==> src/rtl/mips_enc_pkg.sv <==
`default_nettype none
// ============================================================================
//  Module      : mips_enc_pkg
//  Description : Shared definitions for the MIPS instruction encoder:
//                request op enumeration, primary opcode / function codes,
//                instruction bit-field positions, FIFO control states and
//                small helpers that assemble R/I/J format words.
//  Revision    : 1.0  initial release
// ============================================================================
package mips_enc_pkg;

    // Request op select presented on req_op
    typedef enum logic [3:0] {
        OP_NOP   = 4'd0,
        OP_ADD   = 4'd1,
        OP_SUB   = 4'd2,
        OP_SLT   = 4'd3,
        OP_NOR   = 4'd4,
        OP_ADDI  = 4'd5,
        OP_ANDI  = 4'd6,
        OP_LUI   = 4'd7,
        OP_LW    = 4'd8,
        OP_SW    = 4'd9,
        OP_BEQ   = 4'd10,
        OP_BNE   = 4'd11,
        OP_J     = 4'd12,
        OP_JR    = 4'd13,
        OP_ILL14 = 4'd14,
        OP_ILL15 = 4'd15
    } req_op_e;

    // Primary opcodes (bits 31:26)
    localparam logic [5:0] OPC_RTYPE = 6'h00;
    localparam logic [5:0] OPC_J     = 6'h02;
    localparam logic [5:0] OPC_BEQ   = 6'h04;
    localparam logic [5:0] OPC_BNE   = 6'h05;
    localparam logic [5:0] OPC_ADDI  = 6'h08;
    localparam logic [5:0] OPC_ANDI  = 6'h0C;
    localparam logic [5:0] OPC_LUI   = 6'h0F;
    localparam logic [5:0] OPC_LW    = 6'h23;
    localparam logic [5:0] OPC_SW    = 6'h2B;

    // R-type function codes (bits 5:0)
    localparam logic [5:0] FUNC_JR   = 6'h08;
    localparam logic [5:0] FUNC_ADD  = 6'h20;
    localparam logic [5:0] FUNC_SUB  = 6'h22;
    localparam logic [5:0] FUNC_NOR  = 6'h27;
    localparam logic [5:0] FUNC_SLT  = 6'h2A;

    // Instruction bit-field positions
    localparam int OP_MSB    = 31;
    localparam int OP_LSB    = 26;
    localparam int RS_MSB    = 25;
    localparam int RS_LSB    = 21;
    localparam int RT_MSB    = 20;
    localparam int RT_LSB    = 16;
    localparam int RD_MSB    = 15;
    localparam int RD_LSB    = 11;
    localparam int SHAMT_MSB = 10;
    localparam int SHAMT_LSB = 6;
    localparam int FUNC_MSB  = 5;
    localparam int FUNC_LSB  = 0;
    localparam int IMM_MSB   = 15;
    localparam int IMM_LSB   = 0;
    localparam int TGT_MSB   = 25;
    localparam int TGT_LSB   = 0;

    // Output FIFO occupancy doubles as the control state
    typedef enum logic [1:0] {
        FIFO_EMPTY = 2'd0,
        FIFO_ONE   = 2'd1,
        FIFO_FULL  = 2'd2
    } fifo_state_e;

    // R-format word, shamt always zero
    function automatic logic [31:0] enc_r(input logic [4:0] rs,
                                          input logic [4:0] rt,
                                          input logic [4:0] rd,
                                          input logic [5:0] func);
        logic [31:0] w;
        w                     = '0;
        w[OP_MSB:OP_LSB]      = OPC_RTYPE;
        w[RS_MSB:RS_LSB]      = rs;
        w[RT_MSB:RT_LSB]      = rt;
        w[RD_MSB:RD_LSB]      = rd;
        w[SHAMT_MSB:SHAMT_LSB] = 5'd0;
        w[FUNC_MSB:FUNC_LSB]  = func;
        return w;
    endfunction

    // I-format word, immediate passed through verbatim
    function automatic logic [31:0] enc_i(input logic [5:0]  opc,
                                          input logic [4:0]  rs,
                                          input logic [4:0]  rt,
                                          input logic [15:0] imm);
        logic [31:0] w;
        w                 = '0;
        w[OP_MSB:OP_LSB]  = opc;
        w[RS_MSB:RS_LSB]  = rs;
        w[RT_MSB:RT_LSB]  = rt;
        w[IMM_MSB:IMM_LSB] = imm;
        return w;
    endfunction

    // J-format word
    function automatic logic [31:0] enc_j(input logic [5:0]  opc,
                                          input logic [25:0] tgt);
        logic [31:0] w;
        w                  = '0;
        w[OP_MSB:OP_LSB]   = opc;
        w[TGT_MSB:TGT_LSB] = tgt;
        return w;
    endfunction

endpackage : mips_enc_pkg
`default_nettype wire

==> src/rtl/mips_enc_fifo.sv <==
`default_nettype none
// ============================================================================
//  Module      : mips_enc_fifo
//  Description : Two-entry FIFO whose occupancy is the control state
//                (EMPTY / ONE / FULL). Synchronous clear wins over push
//                and pop. Head reads as zero while empty.
//  Ports       : clk, rst_n      clock, async active-low reset
//                clr_i           synchronous flush
//                push_i, data_i  write request and data
//                pop_i           remove head
//                data_o          head entry (zero when empty)
//                count_o         occupancy 0..2
//  Revision    : 1.0  initial release
// ============================================================================
module mips_enc_fifo
    import mips_enc_pkg::*;
#(
    parameter int DATA_W = 32
) (
    input  logic              clk,
    input  logic              rst_n,
    input  logic              clr_i,
    input  logic              push_i,
    input  logic              pop_i,
    input  logic [DATA_W-1:0] data_i,
    output logic [DATA_W-1:0] data_o,
    output logic [1:0]        count_o
);

    fifo_state_e       state_q, state_d;
    logic              wr_ptr_q, wr_ptr_d;
    logic              rd_ptr_q, rd_ptr_d;
    logic [DATA_W-1:0] mem_q [2];

    logic w_push;
    logic w_pop;

    // Overflow / underflow requests are ignored rather than corrupting state
    assign w_push = push_i && (state_q != FIFO_FULL);
    assign w_pop  = pop_i  && (state_q != FIFO_EMPTY);

    always_ff @(posedge clk or negedge rst_n) begin
        if (!rst_n) begin
            state_q  <= FIFO_EMPTY;
            wr_ptr_q <= 1'b0;
            rd_ptr_q <= 1'b0;
        end else begin
            state_q  <= state_d;
            wr_ptr_q <= wr_ptr_d;
            rd_ptr_q <= rd_ptr_d;
        end
    end

    always_comb begin
        state_d  = state_q;
        wr_ptr_d = wr_ptr_q;
        rd_ptr_d = rd_ptr_q;
        if (clr_i) begin
            state_d  = FIFO_EMPTY;
            wr_ptr_d = 1'b0;
            rd_ptr_d = 1'b0;
        end else begin
            if (w_push) wr_ptr_d = ~wr_ptr_q;
            if (w_pop)  rd_ptr_d = ~rd_ptr_q;
            case (state_q)
                FIFO_EMPTY: if (w_push) state_d = FIFO_ONE;
                FIFO_ONE: begin
                    if (w_push && !w_pop)      state_d = FIFO_FULL;
                    else if (w_pop && !w_push) state_d = FIFO_EMPTY;
                end
                FIFO_FULL:  if (w_pop) state_d = FIFO_ONE;
                default:    state_d = FIFO_EMPTY;
            endcase
        end
    end

    always_ff @(posedge clk or negedge rst_n) begin
        if (!rst_n) begin
            for (int i = 0; i < 2; i++) mem_q[i] <= '0;
        end else if (w_push && !clr_i) begin
            mem_q[wr_ptr_q] <= data_i;
        end
    end

    assign data_o  = (state_q == FIFO_EMPTY) ? '0 : mem_q[rd_ptr_q];
    assign count_o = state_q;

endmodule : mips_enc_fifo
`default_nettype wire

==> src/rtl/mips_instr_encoder.sv <==
`default_nettype none
// ============================================================================
//  Module      : mips_instr_encoder
//  Description : Encodes a request (op + register/immediate/target fields)
//                into a 32-bit MIPS instruction word, buffers it in a
//                2-entry FIFO and emits it with an instruction-memory word
//                address that advances on every output handshake.
//  Config      : MIPS_ENC_JR_EN - when defined, op 13 encodes JR; when
//                undefined, op 13 is treated as illegal.
//  Ports       : clk, rst_n                 clock, async active-low reset
//                clr                        synchronous flush
//                req_valid/req_ready        request handshake
//                req_op, req_rs, req_rt,
//                req_rd, req_imm, req_target request fields
//                out_valid/out_ready        output handshake
//                out_word, out_addr         encoded word and its address
//                err_illegal, wrapped       sticky status flags
//  Revision    : 1.0  initial release
// ============================================================================
module mips_instr_encoder
    import mips_enc_pkg::*;
#(
    parameter int ADDR_W = 8
) (
    input  logic              clk,
    input  logic              rst_n,
    input  logic              clr,
    input  logic              req_valid,
    output logic              req_ready,
    input  logic [3:0]        req_op,
    input  logic [4:0]        req_rs,
    input  logic [4:0]        req_rt,
    input  logic [4:0]        req_rd,
    input  logic [15:0]       req_imm,
    input  logic [25:0]       req_target,
    output logic              out_valid,
    input  logic              out_ready,
    output logic [31:0]       out_word,
    output logic [ADDR_W-1:0] out_addr,
    output logic              err_illegal,
    output logic              wrapped
);

    logic              rdy_en_q;
    logic [ADDR_W-1:0] addr_q, addr_d;
    logic              err_q, err_d;
    logic              wrap_q, wrap_d;

    logic [31:0] w_word;
    logic        w_illegal;
    logic        w_push;
    logic        w_pop;
    logic [1:0]  w_count;

    // ---------------- instruction encoder ----------------
    always_comb begin
        w_word    = '0;
        w_illegal = 1'b0;
        case (req_op)
            OP_NOP:  w_word = '0;
            OP_ADD:  w_word = enc_r(req_rs, req_rt, req_rd, FUNC_ADD);
            OP_SUB:  w_word = enc_r(req_rs, req_rt, req_rd, FUNC_SUB);
            OP_SLT:  w_word = enc_r(req_rs, req_rt, req_rd, FUNC_SLT);
            OP_NOR:  w_word = enc_r(req_rs, req_rt, req_rd, FUNC_NOR);
            OP_ADDI: w_word = enc_i(OPC_ADDI, req_rs, req_rt, req_imm);
            OP_ANDI: w_word = enc_i(OPC_ANDI, req_rs, req_rt, req_imm);
            OP_LUI:  w_word = enc_i(OPC_LUI,  5'd0,   req_rt, req_imm);
            OP_LW:   w_word = enc_i(OPC_LW,   req_rs, req_rt, req_imm);
            OP_SW:   w_word = enc_i(OPC_SW,   req_rs, req_rt, req_imm);
            OP_BEQ:  w_word = enc_i(OPC_BEQ,  req_rs, req_rt, req_imm);
            OP_BNE:  w_word = enc_i(OPC_BNE,  req_rs, req_rt, req_imm);
            OP_J:    w_word = enc_j(OPC_J, req_target);
`ifdef MIPS_ENC_JR_EN
            OP_JR:   w_word = enc_r(req_rs, 5'd0, 5'd0, FUNC_JR);
`else
            OP_JR:   w_illegal = 1'b1;
`endif
            default: w_illegal = 1'b1;
        endcase
    end

    // ---------------- handshakes ----------------
    // rdy_en_q holds req_ready low until the first edge after reset release.
    assign req_ready = rdy_en_q && (w_count != 2'd2) && !clr;
    assign out_valid = (w_count != 2'd0);
    assign w_push    = req_valid && req_ready;
    assign w_pop     = out_valid && out_ready;

    mips_enc_fifo #(
        .DATA_W (32)
    ) u_fifo (
        .clk     (clk),
        .rst_n   (rst_n),
        .clr_i   (clr),
        .push_i  (w_push),
        .pop_i   (w_pop),
        .data_i  (w_word),
        .data_o  (out_word),
        .count_o (w_count)
    );

    // ---------------- address counter and sticky flags ----------------
    always_comb begin
        addr_d = addr_q;
        err_d  = err_q;
        wrap_d = wrap_q;
        if (clr) begin
            addr_d = '0;
            err_d  = 1'b0;
            wrap_d = 1'b0;
        end else begin
            if (w_pop) begin
                addr_d = addr_q + ADDR_W'(1);
                if (&addr_q) wrap_d = 1'b1;
            end
            if (w_push && w_illegal) err_d = 1'b1;
        end
    end

    always_ff @(posedge clk or negedge rst_n) begin
        if (!rst_n) begin
            rdy_en_q <= 1'b0;
            addr_q   <= '0;
            err_q    <= 1'b0;
            wrap_q   <= 1'b0;
        end else begin
            rdy_en_q <= 1'b1;
            addr_q   <= addr_d;
            err_q    <= err_d;
            wrap_q   <= wrap_d;
        end
    end

    assign out_addr    = addr_q;
    assign err_illegal = err_q;
    assign wrapped     = wrap_q;

endmodule : mips_instr_encoder
`default_nettype wire

==> config.mk <==
export PLATFORM = sky130hd
export DESIGN_NAME = mips_instr_encoder
export DESIGN_NICKNAME = d
export VERILOG_FILES = /design/src/rtl/mips_enc_pkg.sv /design/src/rtl/mips_enc_fifo.sv /design/src/rtl/mips_instr_encoder.sv
export SDC_FILE = /design/constraint.sdc
export NUM_CORES = 1
export LEC_CHECK = 0
export CAP_MARGIN = 20
export CORE_AREA = 8 8 102 104
export CTS_BUF_LIST = sky130_fd_sc_hd__clkbuf_8 sky130_fd_sc_hd__clkbuf_16
export CTS_CLUSTER_SIZE = 16
export DETAILED_ROUTE_END_ITERATION = 8
export DIE_AREA = 0 0 110 112
export PLACE_DENSITY = 0.88
export SYNTH_ARGS = -nofsm -noshare
export SYNTH_HDL_FRONTEND = slang
export SYNTH_SLANG_ARGS = --single-unit
==> constraint.sdc <==
create_clock -name clk -period 1.9 [get_ports clk]
set_input_delay 0.38 -clock clk [delete_from_list [all_inputs] [get_ports clk]]
set_output_delay 0.38 -clock clk [all_outputs]
set_load 0.02 [all_outputs]
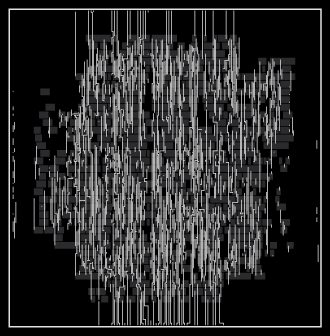
**Above:** run 1 (met2 routing).
Cells faint in the background.
The layer carries 6430 um of wire. 591 nets have wire on it. The longest straight run is 34.7 um.
via count: 4104
routed wire length: 12.6 mm
GR Util met2: 34.3%

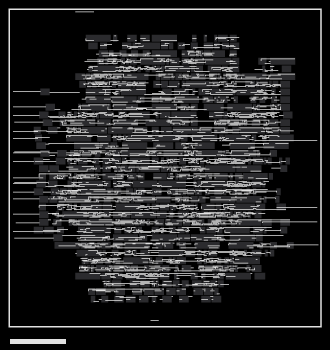
**Above:** run 1 (the metal 1 layer).
The bar under the picture is 20 um long. Cells faint in the background.
The layer carries 4980 um of wire. 619 nets have wire on it. The layer holds 39% of the routed length. The longest straight run is 29.9 um.
global routing usage on met1: 24.2%

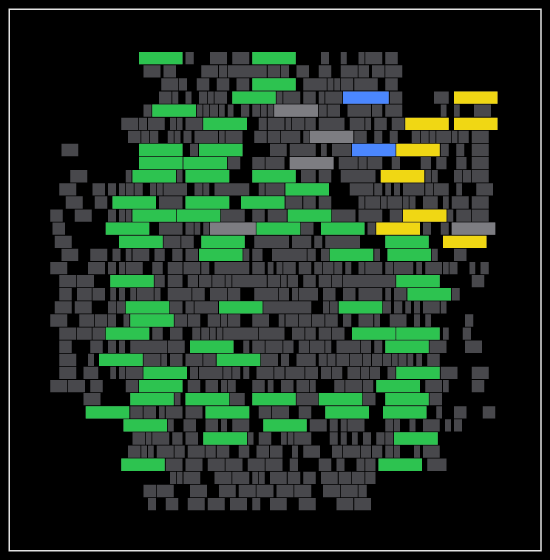
**Above:** run 1 (where the registers sit).
Other sequential cells in the stronger grey, the rest of the logic in the fainter grey.
Key: u_fifo.mem_q = green [sequential cells 62]; u_fifo.count_o = blue [sequential cells 2]; out_addr = yellow [sequential cells 8]
Flop area: 1930 um^2
Seq/total area: 31.9%
P_seq: 2.09 mW

==> summary.txt, run 1 <==
die width: 110 um
PnR worst setup slack: -10.0 ps
cts hold-fix bufs: 0
max FFs per register: 62
GRT Total Usage: 20.3%
Ant. Diodes: 0
Async SR Flop Fraction: 100%
status: finished, violations left
DP Worst Slack: -223 ps
Synth top cells by count: dfrtp_1 (77), nand2_1 (74), o21ai_1 (47), nor2_1 (43), mux2i_1 (37)
first-pass GRT wire length: 20.1 mm
PostCTS Resize Cnt: 124
Root Buffer: clkbuf_8
clk latency late pin: 340 ps
DRC Markers: 0
TritonCTS buffer count: 9
leakage: 2.68 nW
failing checks: negative setup slack
synthesized netlist cell count: 457
MI comb cells: 342
Pwr Total: 4.57 mW
H-tree Lvls: 3
Max FO, Critical Path: 8
Nets at Floorplan: 524
Top class by area: combinational gates
vias in the first global route: 4162
chip area: 12300 um^2
Avg Cell Area, Syn: 9.20 um^2
Worst EP arrival: 1530 ps
Gate power share: 25.5%
final setup fails: 1
Synth-to-Final Area Change: 43.9%
Clock power frac: 28.9%
Req. time, crit path: 1520 ps
routed length on met1: 4.98 mm
Largest Register: u_fifo.mem_q
Post-synth EDFFs: 0
Cell Type Count: 45
cell mode on critical path: buf_12
Crit Path Class: reg -> out
==> run 2: changes to the inputs <==
CTS_CLUSTER_SIZE = 25   (was 16)
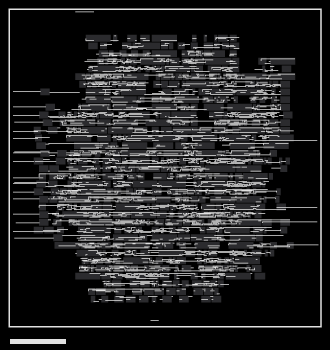
**Above:** run 2 (the metal 1 layer).
The bar under the picture is 20 um long. Cells faint in the background.
The layer holds 39% of the routed length. The wires run mostly horizontal. The layer carries 4980 um of wire.

==> summary.txt, run 2 <==
Synth top cells by count: dfrtp_1 (77), nand2_1 (74), o21ai_1 (47), nor2_1 (43), mux2i_1 (37)
share of cells above drive strength 1: 22.7%
Crit Path Class: reg -> out
clk latency late pin: 340 ps
H-tree Lvls: 3
Nets at Floorplan: 524
Async SR Flop Fraction: 100%
Int Pwr: 3.23 mW
via count: 4104
Worst EP arrival: 1530 ps
PostCTS Resize Cnt: 124
Top class by area: combinational gates
startpoint types: flip-flop
Flop area: 1930 um^2
Ant. Diodes: 0
Post-synth EDFFs: 0
DP Worst Slack: -223 ps
leakage: 2.68 nW
headroom to the max-slew limit: 60.1%
largest net degree at the start of global routing: 40
Comb/total area: 35.3%
TritonCTS buffer count: 9
Clock power frac: 28.9%
routed wire length: 12.6 mm
Reg clk slew, reported paths: 80 ps
post-synth top area cell: dfrtp_1
Tap Cells: 111
Synth top cell by count: dfrtp_1
first-pass GRT wire length: 20.1 mm
routed length on met1: 4.98 mm
final setup fails: 1
RR Startpoint: u_fifo.count_o[1]$_DFFE_PN0P_
Gate power share: 25.5%
cell row count: 35
Synth-to-Final Area Change: 43.9%
met3 global-route usage: 4.10%
max FFs per register: 62
Root Buffer: clkbuf_8
DRC Markers: 0
yosys warns: 0
CTS sink count: 77
cts hold-fix bufs: 0
P_seq: 2.09 mW
routed len/inst: 17.4 um
global routing usage on met1: 24.2%
Avg Cell Area, Syn: 9.20 um^2
Flop pwr share: 45.7%
Seq/total area: 31.9%
grt total ovfl: 0
Port Buffers: 108
Req. time, crit path: 1520 ps
GR Util met2: 34.3%
tool warnings: 28
Max FO, Critical Path: 8
Worst Tran Pin Value: 593 ps
# IOs: 110
failing checks: negative setup slack
Seq/Total Area, Yosys: 45.8%
GRT Total Usage: 20.3%
r2r endpoint: u_fifo.mem_q[47]$_DFFE_PN0P_
synthesized netlist cell count: 457
PnR worst setup slack: -10.0 ps
DRT antenna net count: 0
Cell Type Count: 45
Largest Register: u_fifo.mem_q
Pwr Total: 4.57 mW
chip area: 12300 um^2
vias in the first global route: 4162
most numerous logic cells after layout: dfrtp_1 (75), nand2_1 (74), clkdlybuf4s50_1 (74)
core box area: 8890 um^2
Clock Buffer Count: 12
die width: 110 um
cell mode on critical path: buf_12
MI comb cells: 342
status: finished, violations left
Power and IR drop assume default switching activity.
